**Run 1: M1 wires**

Scale bar: 20 µm. Supply wires on this layer in grey.
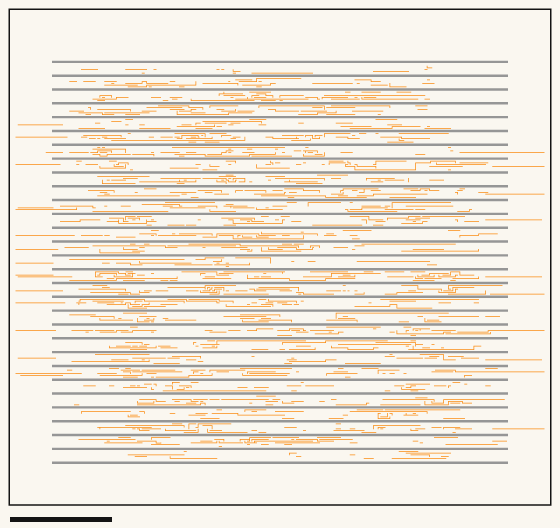
**Run 1: metal 2**

Scale bar: 20 µm.
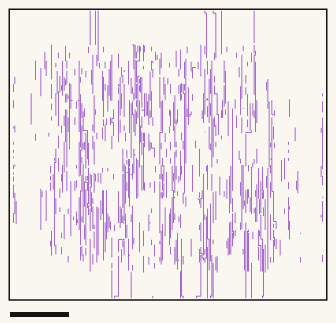
**Run 1: metal 3**

Cells faint in the background.
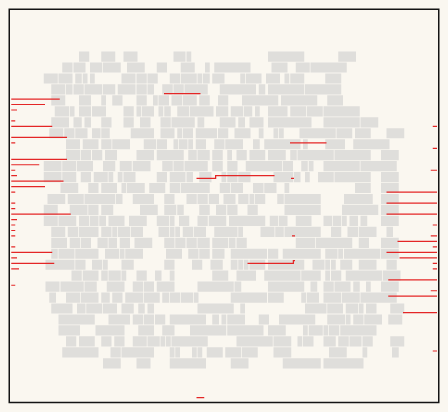
Design addsub_signed_pipe, sky130hd; sources not shown.
==> changes_impl.md, run 1 <==
### Changed

- Pin count of the biggest net entering global routing: 21
- Buffer depth of the longest clock path: 2
- Maximum single-stage delay on the critical path: 0.41 ns
- First-pass DRT Iterations: 4
- Max-cap violations: 0
- Outcome: finished with violations
- Final standard cell count with taps included and fillers excluded: 558
- Final RePlAce weighted congestion: roughly 0.85
- Ports placed on the boundary: around 66
- Power share of the sequential group: 35.3%
- Maximum clock skew at final layout: roughly 0.0065 ns
- Endpoint kind of the worst setup timing path: flop
- Power density over the cells: 775 mW/mm²
- Yosys warning total: 0
- Netlist area before placement: between 0.002 and 0.003 mm²
- Number of enable-type register cells in the synthesized netlist: 0
- Count of antenna-violating nets left after detailed routing: 0
- Unique cell type count in the Yosys netlist: around 45
- Slack of the worst reg-to-reg path: 0.34 ns
- Summed standard-cell area reported by yosys: ~0.0029 mm²
- Slowest cell on crit path: or3_4
- Wire length of the first global-routing pass: approximately 13,000 µm
- Post-route met1 wirelength: ~3700 µm
- Final critical path time including I/O delays and setup: roughly 3.2 ns
- Total grt overflow: 0
- Number of nets at floorplan: around 360
- Number of global-route vias before repair: around 2,700
- Number of sinks handled by clock tree synthesis: between 40 and 50
- Half-perimeter wire length after placement: 6020 µm
- Crit path buf inv count: 1
- Critical path depth in cells: 15
- Violations in the final reports: setup timing
- Number of antenna violations at the first check in global routing: 0
- Hold depth: 3
- Proportion of netlist area held by the largest area contributor: between 30% and 40%
- Depth of the worst register-to-register path: 6
- Worst Setup Slack, final: -1.29 ns
- Total number of H-tree levels: 2
- OpenROAD warning count: 29
- Top cells, area: dfrtp_1, ha_1, xor2_1, mux2_2, nand2_1
- Post-synthesis cell type with the largest combined area: dfrtp_1
- Mean number of vias per cell: 4.82
- Crit Path Category: in2reg
- Net load switching power: about 1200 µW
- Syn_area_per_cell: ~9.6 µm²
- Tightest Pin Transition: just under 0.3 ns
- Std-Cell Rows: 29
- Top cell by count, worst path: or3_4
- Leakage power: 0.00258 µW
- Required time at the endpoint of the critical path: approximately 2.1 ns
- CP Max Fanout: 3
- Ordered list of cells on the worst path: buf_6 -> or3_4 -> nor3_4 -> nand2_2 -> or3_4 -> nor3_2 -> nor2_1 -> xor2_1 -> ha_1 -> a21oi_4 -> o21ai_2 -> a21o_1 -> or3_4 -> a21o_2 -> a31oi_1
- Logic gate share of total power: 45.8%
- Total power consumption of the routed design: approximately 3800 µW
- WL met2: between 3000 and 4000 µm
- TritonCTS buffer count: 5
- Fraction of final layout cells with drive strength greater than 1: between 40% and 50%
- Fmax: 0.314 GHz
- Post-synthesis instance total: between 200 and 300
- Core footprint: between 0.007 and 0.008 mm²
- Switching part of the total power: between 30% and 40%
- Max-slew violation count: 0
- Count of final setup violators: 11
- CTS tree: done
- Arrival time at the worst endpoint: 3.39 ns
- Final sum of negative setup slack: -8.26 ns
About 'M1 wires':
longest straight run: 26.2 µm
nets with wire on the layer: 477
main direction: horizontal
vias after detailed routing: 2,692
GRT met1 Usage: 19.1%
Detailed Route WL: 7720 µm

About 'metal 2':
wire length on this layer: 3,640 µm
nets with wire on the layer: 443
main direction: vertical
longest straight run: 35.7 µm
share of all routed wire: 47%
met2 track demand over resource: 22.5%

About 'metal 3':
main direction: horizontal
nets with wire on the layer: 49
wire length on this layer: 293 µm
longest straight run: 14.5 µm
global routing usage on met3: 3.05%

-- run 1: area by class of cell --
cell class / count / area, µm² / share of cell area [%]
multi-input combinational: 236 / 1990 / 40.2
sequential: 45 / 1130 / 22.8
inverter: 9 / 48.8 / 0.988
timing repair buffer: 167 / 1550 / 31.3
clock inverter: 2 / 33.8 / 0.684
tap: 93 / 116 / 2.36
clock buffer: 6 / 82.6 / 1.67
-- run 1: worst reg2reg max path, stage by stage, from the launching register on --
cell     delay [ns]
dfrtp_2        0.44
and4_4         0.20
a41oi_4        0.25
and3_4         0.22
nand4_1        0.12
xor2_1         0.16
nor2_1         0.05
-- run 1: synthesized netlist by cell type, types with 2 or more instances --
library cell,count
nor2_1,27
nor3_1,7
mux2_2,18
ha_1,19
nand2b_1,4
o21bai_1,3
xor2_1,24
nand3_1,7
o21ai_0,16
a211oi_1,4
a21o_1,7
o21ai_2,2
o2111a_1,2
dfrtp_1,45
xnor2_1,8
o211ai_1,3
inv_1,9
or3_1,2
clkbuf_1,7
a31oi_1,4
a21oi_1,21
nand2_1,34
and3_1,2
-- run 1: routing by layer --
layer	global-route usage, %	vias up
li1	-	1397
met1	19.1	1235
met2	22.5	56
met3	3.05	4
met4	4.54	0
met5	0	-
-- run 1: stage by stage --
stage	util (%)	hold WS [ns]	setup WS (ns)
2_1_floorplan	-	0.0844	-1.40
3_3_place_gp	61.4	0.266	-1.85
3_5_place_dp	61.4	0.266	-1.95
4_1_cts	63.1	-0.0563	-1.66
5_1_grt	69.8	0.430	-1.43
6_report	69.8	0.424	-1.29
-- run 1: power groups by stage --
stage | Combinational [µW] | Sequential (µW) | Clock, µW
2_1_floorplan | 712 | 1420 | 0
4_1_cts | 1620 | 1360 | 743
3_3_place_gp | 1590 | 1370 | 0
6_report | 1750 | 1350 | 723
5_1_grt | 1910 | 1390 | 786
3_5_place_dp | 1610 | 1380 | 0
-- run 1: logic make-up (layout without fill, tap and decap cells) --
kind of cell / count (synthesis) / after routing / share of synthesized area [%]
buffers and inverters: 16 / 184 / 2.10
AND-OR/OR-AND: 73 / 73 / 16.6
adder cells (fa/ha/maj): 20 / 20 / 9.01
AND/OR/NAND/NOR: 91 / 91 / 15.1
multiplexers: 19 / 19 / 7.44
XOR/XNOR: 33 / 33 / 10.4
flip-flops: 45 / 45 / 39.4
**Run 1: routing congestion**

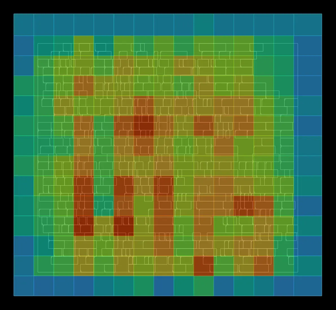

==> inputs of run 2 (changes only) <==
- CORE_ASPECT_RATIO: 0.9 -> 2
- MAX_ROUTING_LAYER: default -> met4
**Run 2: routing congestion**

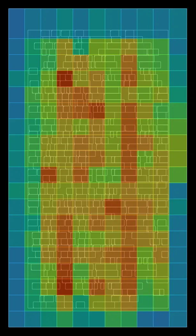
total global-route track usage: 15.0%
global routing usage on met3: 2.24%
utilization after layout: 68.0%
GRT Max-Usage Layer: met2

==> changes_impl.md, run 2 <==
### Changed

- Depth of the worst register-to-register path: 6 (unchanged)
- Most frequent cells in the layout: buf_4, dfrtp_1, clkdlybuf4s50_1, nand2_1, xor2_1
- Final critical path time including I/O delays and setup: 3.17 ns (-0.0211 ns)
- Number of antenna violations at the first check in global routing: 0 (unchanged)
- Outcome: finished with violations
- Number of inserted diodes: 0
- Dominant cell by count in the synthesized netlist: dfrtp_1
- Count of antenna-violating nets left after detailed routing: 0 (unchanged)
- Number of nets at floorplan: 355 (unchanged)
- Summed standard-cell area reported by yosys: 0.00286 mm² (unchanged)
- Fmax: 0.316 GHz (+0.67%)
- TritonCTS buffer count: 5 (unchanged)
- Violations in the final reports: setup timing
- DRC errors left: 0
- Worst Setup Slack, final: -1.27 ns (+0.0211 ns)
- Half-perimeter wire length after placement: 6150 µm (+2.2%)
- Asr flop ratio synth: 100%
- Fraction of final layout cells with drive strength greater than 1: 42.3% (-0.47 points)
- RSZ-0062 raised after global routing: true
- Clock latency on the worst-skew pair: around 0.28 ns
- Worst-path clk slew: roughly 0.060 ns
- Buffer depth of the longest clock path: 2 (unchanged)
- Slack of the worst reg-to-reg path: 0.37 ns (+0.03 ns)
- Total grt overflow: 0 (unchanged)
- Ordered list of cells on the worst path: buf_6 -> or3_4 -> nor3_4 -> nand2_2 -> or3_4 -> nor3_2 -> nor2_1 -> xor2_1 -> ha_1 -> buf_4 -> nand3_1 -> a2111oi_1 -> buf_4 -> or3_4 -> a21o_2 -> a31oi_1
- Maximum single-stage delay on the critical path: 0.42 ns (about the same)
- Final standard cell count with taps included and fillers excluded: 548 (-1.8%)
- Pin count of the biggest net entering global routing: 46 (+120%)
- First DRT Iteration DRCs: slightly above 60
- OpenROAD warning count: 29 (unchanged)
- Commonest Layout Cell: buf_4
- Top cell by count, worst path: or3_4
- Final RePlAce weighted congestion: 0.782 (-8.3%)
- Required time at the endpoint of the critical path: 2.10 ns (about the same)
- Crit path buf inv count: 3 (+2)
- Class of the most critical hold timing path: in2async
- Total power consumption of the routed design: 4000 µW (+4.4%)
- Syn_area_per_cell: 9.63 µm² (unchanged)
- Number of sinks handled by clock tree synthesis: 45 (unchanged)
- CP Max Fanout: 3 (unchanged)
- Height of the chip: 137 µm
- Total of fill cells in the finished design: 603
- Slowest cell on crit path: or3_4
- Crit path max-delay family: simple AND/OR/NAND/NOR gates
- Yosys warning total: 0 (unchanged)
- Ports placed on the boundary: 66 (unchanged)
- Max-slew violation count: 0 (unchanged)
- Hold Fails Final Rpt: 0
- Number of global-route vias before repair: 2,856 (+5.5%)
- Critical path depth in cells: 16 (+1)
- Crit Path Category: in2reg
- Unique cell type count in the Yosys netlist: 45 (unchanged)
- Tcrit/Tclk final: 167%
- Netlist area before placement: 0.00286 mm² (unchanged)
- Maximum clock skew at final layout: 0.00254 ns (-0.00392 ns)
- Root buf cell: clkbuf_16
- Core footprint: 0.00721 mm² (+1.9%)
- First-pass DRT Iterations: 4 (unchanged)
- #FFs+latches synth: around 45
- Endpoint kind of the worst setup timing path: flop
- Post-synthesis instance total: 297 (unchanged)
- Proportion of netlist area held by the largest area contributor: 39.4% (unchanged)
- Leakage power: 0.00241 µW (-6.6%)
- Wire length of the first global-routing pass: 12,500 µm (about the same)
- Power density over the cells: 815 mW/mm² (+5.1%)
- Number of enable-type register cells in the synthesized netlist: 0 (unchanged)
- Total number of H-tree levels: 2 (unchanged)
- Post-synthesis cell type with the largest combined area: dfrtp_1
- Mean number of vias per cell: 4.94 (+2.3%)
- Slew margin rel.: approximately 64%
- CTS tree: done
- Worst slack after detailed placement: -1.98 ns (-0.0253 ns)
- Count of final setup violators: 12 (+1)
- Most used standard cells in the synthesized netlist: dfrtp_1, nand2_1, nor2_1
- Std-Cell Rows: 44 (+52%)
- Tightest Pin Transition: 0.539 ns (+0.242 ns)
- Top cells, area: dfrtp_1, ha_1, xor2_1, mux2_2, nand2_1
- Max-cap violations: 0 (unchanged)
- Arrival time at the worst endpoint: 3.37 ns (-0.02 ns)
- Worst VDD drop: ~0.42 mV
- Cell count listed in synth_stat.txt: ~300
**Run 2: metal 2**

Scale bar: 20 µm.
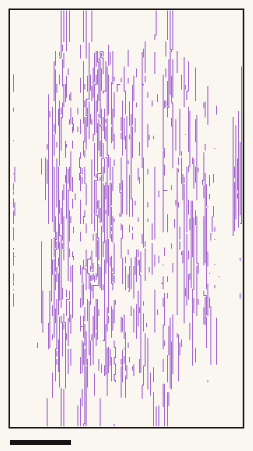
longest straight run: 51.5 µm
share of all routed wire: 60%
main direction: vertical
wire length on this layer: 4,590 µm
vias after detailed routing: 2,705
Detailed Route WL: 7700 µm
met2 track demand over resource: 29.9%

==> run 2: layer usage <==
layer / part of all wire [%] / track usage, % / vias up
met5: 0 / - / -
met4: 1.9 / 7.65 / 0
met3: 2.4 / 2.24 / 9
met2: 60 / 29.9 / 57
met1: 36 / 13.2 / 1262
li1: - / - / 1377
==> run 2: cells by family after synthesis <==
family                   after synthesis  share of synthesized area, %
AND/OR/NAND/NOR                       91                          15.1
AND-OR/OR-AND                         73                          16.6
XOR/XNOR                              33                          10.4
buffers and inverters                 16                          2.10
adder cells (fa/ha/maj)               20                          9.01
flip-flops                            45                          39.4
multiplexers                          19                          7.44
==> run 2: through the flow <==
step / util, % / cell area (µm²) / hold slack, ns / setup TNS (ns)
after global routing: 68.0 / 4910 / 0.224 / -8.86
after floorplan: - / 3020 / 0.0844 / -7.53
after detailed placement: 60.2 / 4340 / 0.466 / -20.08
final: 68.0 / 4910 / 0.162 / -7.55
after global placement: 60.2 / 4340 / 0.455 / -19.75
after CTS: 62.4 / 4500 / 0.188 / -14.93
==> run 2: cell type report <==
type / count / area [µm²] / area share [%]
Sequential cell: 45 / 1130 / 23.0
Tap cell: 92 / 115 / 2.35
Multi-Input combinational cell: 236 / 2020 / 41.1
Clock buffer: 7 / 153 / 3.11
Inverter: 9 / 48.8 / 0.994
Timing Repair Buffer: 158 / 1440 / 29.3
Clock inverter: 1 / 5.00 / 0.102
==> run 2: where the power goes <==
| part | total [µW] | internal (µW) | switching, µW |
|---|---|---|---|
| clock network | 883 | 556 | 327 |
| logic | 1760 | 1030 | 733 |
| registers | 1360 | 1210 | 142 |
No activity file was given, so power comes from the tool's default toggle rates.
